$ cat config.mk
export PLATFORM = sky130hd
export DESIGN_NAME = ram_req_ctrl
export DESIGN_NICKNAME = d
export VERILOG_FILES = /design/src/rtl/ram_pkg.sv /design/src/rtl/ram_rsp_fifo.sv /design/src/rtl/ram_req_ctrl.sv
export SDC_FILE = /design/constraint.sdc
export NUM_CORES = 1
export LEC_CHECK = 0
export CAP_MARGIN = 10
export CORE_MARGIN = 8
export CORE_UTILIZATION = 45
export DETAILED_ROUTE_END_ITERATION = 8
export GPL_TIMING_DRIVEN = 0
export HOLD_SLACK_MARGIN = 0.06
export PLACE_DENSITY = 0.76
export RECOVER_POWER = 100
export REMOVE_ABC_BUFFERS = 1
export SYNTH_ARGS = -nofsm -noshare
export SYNTH_HDL_FRONTEND = slang
export SYNTH_HIERARCHICAL = 1
export SYNTH_SLANG_ARGS = --single-unit
$ cat constraint.sdc
create_clock -name clk -period 3.01 [get_ports clk]
set_input_delay 0.602 -clock clk [delete_from_list [all_inputs] [get_ports clk]]
set_output_delay 0.602 -clock clk [all_outputs]
set_load 0.02 [all_outputs]
$ cat src/rtl/ram_pkg.sv
// Shared widths and request/response bundles for the RAM request front-end.
package ram_pkg;

  localparam int ADDR_WIDTH = 16;
  localparam int DATA_WIDTH = 32;
  localparam int RSP_DEPTH  = 4;

  typedef struct packed {
    logic                  we;
    logic [ADDR_WIDTH-1:0] addr;
    logic [DATA_WIDTH-1:0] wdata;
  } ram_req_t;

  typedef struct packed {
    logic [DATA_WIDTH-1:0] rdata;
  } ram_rsp_t;

endpackage

$ cat src/rtl/ram_rsp_fifo.sv
// Response FIFO holding captured RAM read data until the consumer takes it.
module ram_rsp_fifo #(
  parameter int DEPTH = 4,
  parameter int WIDTH = 32,
  parameter int CW    = $clog2(DEPTH) + 1
) (
  input  logic             clk,
  input  logic             rst,
  input  logic             push,
  input  logic [WIDTH-1:0] push_data,
  input  logic             pop,
  output logic [WIDTH-1:0] pop_data,
  output logic [CW-1:0]    count
);
  import ram_pkg::*;

  localparam int PW = $clog2(DEPTH);

  logic [WIDTH-1:0] mem_r [DEPTH];
  logic [PW-1:0]    wr_ptr_r;
  logic [PW-1:0]    rd_ptr_r;
  logic [CW-1:0]    count_r;
  logic [WIDTH-1:0] last_r;
  logic             push_ok_s;
  logic             pop_ok_s;

  assign pop_ok_s  = pop & (count_r != {CW{1'b0}});
  assign push_ok_s = push & ((count_r != CW'(DEPTH)) | pop_ok_s);
  assign count     = count_r;

  // Storage array: write-only path, no reset needed on the data itself.
  always_ff @(posedge clk) begin
    if (push_ok_s) begin
      mem_r[wr_ptr_r] <= push_data;
    end
  end

  // Pointers, occupancy and last-popped word; pointers wrap at the power-of-two depth.
  always_ff @(posedge clk or negedge rst) begin
    if (!rst) begin
      wr_ptr_r <= {PW{1'b0}};
      rd_ptr_r <= {PW{1'b0}};
      count_r  <= {CW{1'b0}};
      last_r   <= {WIDTH{1'b0}};
    end else begin
      if (push_ok_s) begin
        wr_ptr_r <= wr_ptr_r + PW'(1);
      end
      if (pop_ok_s) begin
        rd_ptr_r <= rd_ptr_r + PW'(1);
        last_r   <= mem_r[rd_ptr_r];
      end
      case ({push_ok_s, pop_ok_s})
        2'b10:   count_r <= count_r + CW'(1);
        2'b01:   count_r <= count_r - CW'(1);
        default: count_r <= count_r;
      endcase
    end
  end

  // Head of queue when occupied, otherwise the last value handed out.
  always_comb begin
    pop_data = last_r;
    if (count_r != {CW{1'b0}}) begin
      pop_data = mem_r[rd_ptr_r];
    end else begin
      pop_data = last_r;
    end
  end

endmodule

$ cat src/rtl/ram_req_ctrl.sv
// Valid/ready front-end for a single-port RAM with one-cycle registered read;
// read data is queued in order so the consumer can backpressure.
module ram_req_ctrl #(
  parameter int ADDR_WIDTH = ram_pkg::ADDR_WIDTH,
  parameter int DATA_WIDTH = ram_pkg::DATA_WIDTH,
  parameter int RSP_DEPTH  = ram_pkg::RSP_DEPTH
) (
  input  logic                  clk,
  input  logic                  rst,
  input  logic                  req_valid,
  output logic                  req_ready,
  input  logic                  req_we,
  input  logic [ADDR_WIDTH-1:0] req_addr,
  input  logic [DATA_WIDTH-1:0] req_wdata,
  output logic                  rsp_valid,
  input  logic                  rsp_ready,
  output logic [DATA_WIDTH-1:0] rsp_rdata,
  output logic [ADDR_WIDTH-1:0] ram_addr,
  output logic [DATA_WIDTH-1:0] ram_data_in,
  output logic                  ram_we,
  input  logic [DATA_WIDTH-1:0] ram_data_out,
  output logic                  busy
);
  import ram_pkg::*;

  localparam int CW = $clog2(RSP_DEPTH) + 1;

  logic          inflight_r;
  logic [CW-1:0] count_s;
  logic [CW:0]   credit_s;
  logic          fire_s;
  logic          pop_s;

  // A read in flight already owns a FIFO slot, so it counts against the credit.
  assign credit_s = {1'b0, count_s} + {{CW{1'b0}}, inflight_r};

  // Accept only while every outstanding read is guaranteed a slot; held off in reset.
  always_comb begin
    req_ready = 1'b0;
    if (rst && (credit_s < (CW+1)'(RSP_DEPTH))) begin
      req_ready = 1'b1;
    end else begin
      req_ready = 1'b0;
    end
  end

  assign fire_s      = req_valid & req_ready;
  assign ram_we      = fire_s & req_we;
  assign ram_addr    = req_addr;
  assign ram_data_in = req_wdata;

  assign rsp_valid = (count_s != {CW{1'b0}});
  assign pop_s     = rsp_valid & rsp_ready;
  assign busy      = inflight_r | rsp_valid;

  // Marks the cycle in which the RAM presents data for the previous read.
  always_ff @(posedge clk or negedge rst) begin
    if (!rst) begin
      inflight_r <= 1'b0;
    end else begin
      inflight_r <= fire_s & ~req_we;
    end
  end

  ram_rsp_fifo #(
    .DEPTH (RSP_DEPTH),
    .WIDTH (DATA_WIDTH),
    .CW    (CW)
  ) u_rsp_fifo (
    .clk       (clk),
    .rst       (rst),
    .push      (inflight_r),
    .push_data (ram_data_out),
    .pop       (pop_s),
    .pop_data  (rsp_rdata),
    .count     (count_s)
  );

endmodule

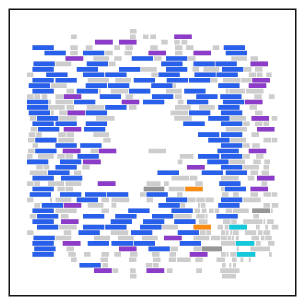
Figure 1: run 1, register map, names as in the netlist.
Drawn at 2 px/µm. Other sequential cells in the stronger gray, the rest of the logic in the fainter gray.
purple -> u_rsp_fifo/last_r  # flops 32, where spread over the die
orange -> u_rsp_fifo/wr_ptr_r  # flops 2
cyan -> u_rsp_fifo/count  # flops 3
blue -> u_rsp_fifo/mem_r  # flops 128

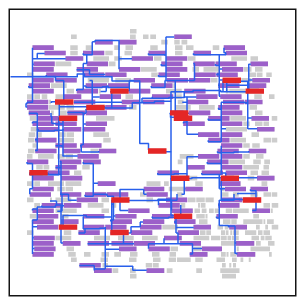
Figure 2: run 1, clock network drawn from the DEF.
Drawn at 2 px/µm.
purple -> flip-flops  # count 168
red -> clock drivers  # count 17
blue -> clock wires  # length 1890 µm
flops lie = spread over the die

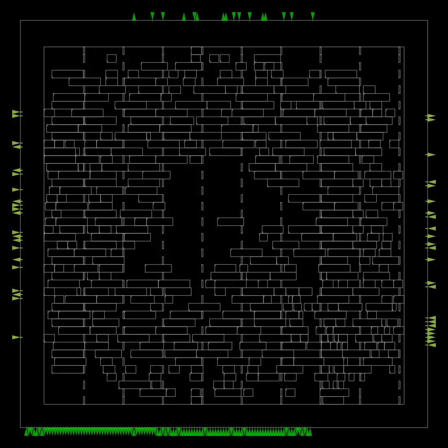
Figure 3: run 1, cell placement.
Core Box Area: 15770 µm²
sequential cell area share: 57.67%
num sequential: 168
fill count: 1280
Taps Inserted: 216

==> out/results.ini, run 1 <==
[drt]
drt-initial-drc-count = 151
wl_met3_um = 1647
drt_first_pass_iters = 4
highest_layer = met5
vias = 3425

[clock_network]
clock_sinks = 168
h-tree-depth = 4
cts_setup_buffers = 6
clk_pin_slew_ns = 0.06

[worst_setup_path]
reg2reg_to = u_rsp_fifo/count[2]$_DFFE_PN0P_
cp_num_buf_inv = 3
r2r_start = u_rsp_fifo/count[2]$_DFFE_PN0P_
worstRegToRegCells = 8
worst_path_most_repeated_cell = buf_4
reg2reg_slack_ns = 0.19
worst-path-stages = 5
cp_top_family = multiplexers
worstPathArrival_ns = 2.30
critPathSlowestCell = mux4_2

[power_and_ir_drop]
clkPwrFrac_pct = 25.0
top_power_group = combinational logic
comb_power_share_pct = 39.3
p_comb_w = 0.00339
clk-power_w = 0.00216
cellInternalPower_w = 0.005930

[layout]
final-comb-area_um2 = 1813
register_area_um2 = 4855
biggestCellCategory = flip-flops and latches
drive_above_1_share_pct = 31.54
n_clock_buffer = 19
lay_top_count = edfxtp_1

[place]
dpl.hpwl_um = 10160
portBuffers = 72

[logic_synthesis]
ys_sh_mux_pct = 20.88
synth_cells = 378
adder_share_pct = 0.9721
async_flop_share_pct = 23.81
ys_sh_aoi_pct = 0.7811
synthDominantCellAreaShare_pct = 53.32
top_area_cell = edfxtp_1
synth-simple-area-share_pct = 2.447
ys_types = 38

[timing]
worstMarginPinSlew_ns = 1.417
period_used_pct = 96.28

[outcome]
status = complete, no violations

[global_route]
globalRouteMet1Util_pct = 20.30
grt_pass1_vias = 3698
gr-usage-all-layers_pct = 16.31
grt_antenna_before_repair = 0
grt_pass1_wl_um = 23520

[die]
dieArea_um2 = 20320
dieWidth_um = 142.6

[run 1: per-stage QoR]
stage	util (%)	setup WS, ns	instance area, µm²	total power (W)
detailed placement	49.65	-0.4967	7830	0.006821
floorplan	-	-0.5926	6719	0.005416
finish	53.38	0.1120	8418	0.008630
CTS	53.92	0.06668	8503	0.008949
global route	53.38	0.01038	8418	0.009096
global placement	48.89	-1.894	7710	0.006626
[run 1: sequential cells by signal, indices dropped and copies added (netlist names)]
| signal | flops |
|---|---|
| u_rsp_fifo/count | 3 |
| u_rsp_fifo/wr_ptr_r | 2 |
| u_rsp_fifo/rd_ptr_r | 2 |
| u_rsp_fifo/last_r | 32 |
| inflight_r | 1 |
| u_rsp_fifo/mem_r | 128 |
Figure 4. Wires at chosen ports, followed through buffers (run 1).
Drawn at 3 px/µm.
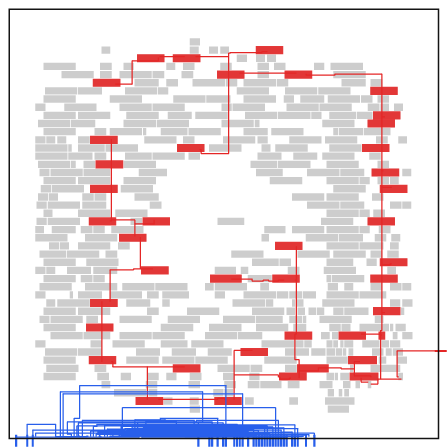

==> inputs of run 2 (changes only) <==
--- a/config.mk
+++ b/config.mk
@@ -9,9 +9,9 @@
 export CORE_MARGIN = 8
 export CORE_UTILIZATION = 45
 export DETAILED_ROUTE_END_ITERATION = 8
+export DONT_BUFFER_PORTS = 1
 export GPL_TIMING_DRIVEN = 0
 export HOLD_SLACK_MARGIN = 0.06
-export PLACE_DENSITY = 0.76
 export RECOVER_POWER = 100
 export REMOVE_ABC_BUFFERS = 1
 export SYNTH_ARGS = -nofsm -noshare
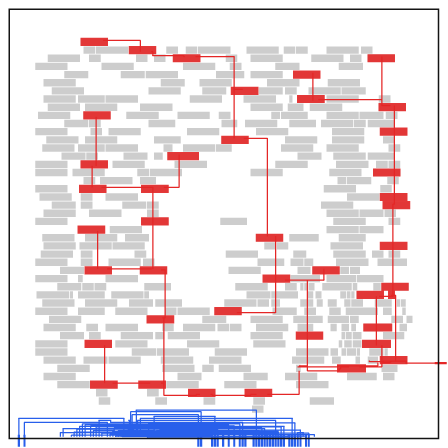
Figure 5: run 2, wires at chosen ports, followed through buffers.
Drawn at 3 px/µm.
blue -> req_wdata  # bits 32, direction input, end cells 0, buffers 0, wire 1680 µm
red -> rst  # bits 1, direction input, end cells 41, buffers 2, wire 670 µm

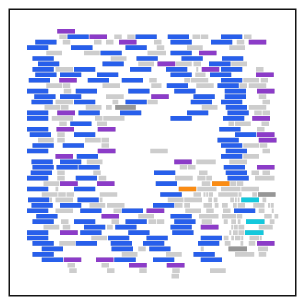
Figure 6: run 2, register map, names as in the netlist.
Drawn at 2 px/µm. Other sequential cells in the stronger gray, the rest of the logic in the fainter gray.
blue -> u_rsp_fifo/mem_r  # flops 128, where spread over the die
purple -> u_rsp_fifo/last_r  # flops 32, where spread over the die
orange -> u_rsp_fifo/wr_ptr_r  # flops 2
cyan -> u_rsp_fifo/count  # flops 3

==> run 2 against run 1 <==
Effect of this change: die size did not move; area after synthesis did not move; worst setup slack improved by 0.0076 ns; synthesized cell count did not move; maximum frequency rose by 0.26%; largest cell class unchanged; sequential power rose by 2%; sequential cell count did not move; via count fell by 7.2%; non-clock buffer count fell by 71; sequential share of layout area rose by 4.5 points.
==> out/results.ini, run 2 <==
[outcome]
status = complete, no violations  ; unchanged

[layout]
seq_share_pct = 62.18  ; was 57.67%
register_area_um2 = 4852  ; was 4855 µm²
final-comb-area_um2 = 1823  ; was 1813 µm²
biggestCellCategory = flip-flops and latches  ; unchanged
lay_top_count = edfxtp_1  ; unchanged
nNonClkBuffers = 12  ; was 83
final_area_um2 = 7804  ; was 8418 µm²
largest_register = u_rsp_fifo/mem_r  ; unchanged
flop-count = 168  ; unchanged
final_util_pct = 49.48  ; was 53.38%
largest_reg_flops = 128  ; unchanged
drive_above_1_share_pct = 35.29  ; was 31.54%
n_fill_cell = 1327  ; was 1280
n_clock_buffer = 17  ; was 19

[global_route]
grt_antenna_before_repair = 0  ; unchanged
grt_pass1_wl_um = 22330  ; was 23520 µm
gr-usage-all-layers_pct = 15.66  ; was 16.31%
grt_pass1_vias = 3440  ; was 3698

[drt]
vias = 3180  ; was 3425
drt-initial-drc-count = 155  ; was 151
drtAntennaViolNets = 0  ; unchanged
viasPerCell = 5.550  ; was 5.318
drt_first_pass_iters = 4  ; unchanged

[place]
place_area_um2 = 7232  ; was 7830 µm²
portBuffers = 0  ; was 72
dpl.hpwl_um = 10030  ; was 10160 µm
place_ws_ns = -0.4368  ; was -0.4967 ns

[hold_path]
hold_path.class = in -> reg  ; was in -> async
min_path_cells = 1
min-delay-start = req_we

[logic_synthesis]
top_area_cell = edfxtp_1  ; unchanged
synthDominantCellAreaShare_pct = 53.32  ; unchanged
synth-simple-area-share_pct = 2.447  ; unchanged
top_cell = edfxtp_1  ; unchanged
ys_types = 38  ; unchanged
synth_cells = 378  ; unchanged
top_cells_by_area = edfxtp_1 53%, dfrtp_1 14%, mux4_2 9.7%  ; unchanged
ys_sh_mux_pct = 20.88  ; unchanged
async_flop_share_pct = 23.81  ; unchanged
adder_share_pct = 0.9721  ; unchanged
ys_sh_aoi_pct = 0.7811  ; unchanged

[worst_setup_path]
r2r_start = u_rsp_fifo/count[2]$_DFFE_PN0P_  ; unchanged
worstPathArrival_ns = 3.19  ; was 2.30 ns
reg2reg_to = u_rsp_fifo/count[2]$_DFFE_PN0P_  ; unchanged
worstRegToRegCells = 9  ; was 8
crit_path_end = u_rsp_fifo/count[2]$_DFFE_PN0P_  ; was rsp_rdata[10]

[clock_network]
clk_pin_slew_ns = 0.06  ; about the same
clock_sinks = 168  ; unchanged
h-tree-depth = 4  ; unchanged

[power_and_ir_drop]
p_comb_w = 0.00280  ; was 0.00339 W
comb_power_share_pct = 34.5  ; was 39.3%
cellInternalPower_w = 0.005441  ; was 0.005930 W
clkPwrFrac_pct = 26.7  ; was 25.0%
finalPower_w = 0.008122  ; was 0.008630 W
clk-power_w = 0.00217  ; was 0.00216 W

[die]
core_area_um2 = 15770  ; unchanged
dieWidth_um = 142.6  ; unchanged
nWellTaps = 216  ; unchanged
dieArea_um2 = 20320  ; unchanged

[timing]
period_used_pct = 96.03  ; was 96.28%
worstMarginPinSlew_ns = 1.207  ; was 1.417 ns
worst_slack_ns = 0.1196  ; was 0.1120 ns
finalMaxSlewViolations = 0  ; unchanged

[flow_run]
max_cap_violations = 0  ; unchanged

==> run 2: repair_timing <==
item | 4_1_cts | 5_1_grt
buffers inserted | 1 | 0
hold buffers | 2 | 0
endpoints found under the setup margin | 2 | 4
resized | 3 | 1
endpoints found under the hold margin | 40 | 0
==> run 2: routing by layer <==
layer / vias up / routed length (µm) / global-route usage, %
met5: - / 85 / 3.927
met4: 4 / 163 / 4.642
met3: 14 / 1975 / 10.80
met2: 151 / 6758 / 21.79
met1: 1670 / 6123 / 18.73
li1: 1341 / - / -
==> run 2: worst max-delay path, cell delays in order (launching register included) <==
cell      delay (ns)
dfrtp_1         0.48
or3_4           0.22
and2_2          0.28
nand2b_4        0.08
buf_12          0.16
or2_2           0.29
fa_1            0.41
or3b_1          0.38
and3_1          0.20
a221o_1         0.26
Power figures rest on the tool's default switching activity, not on a simulated workload.
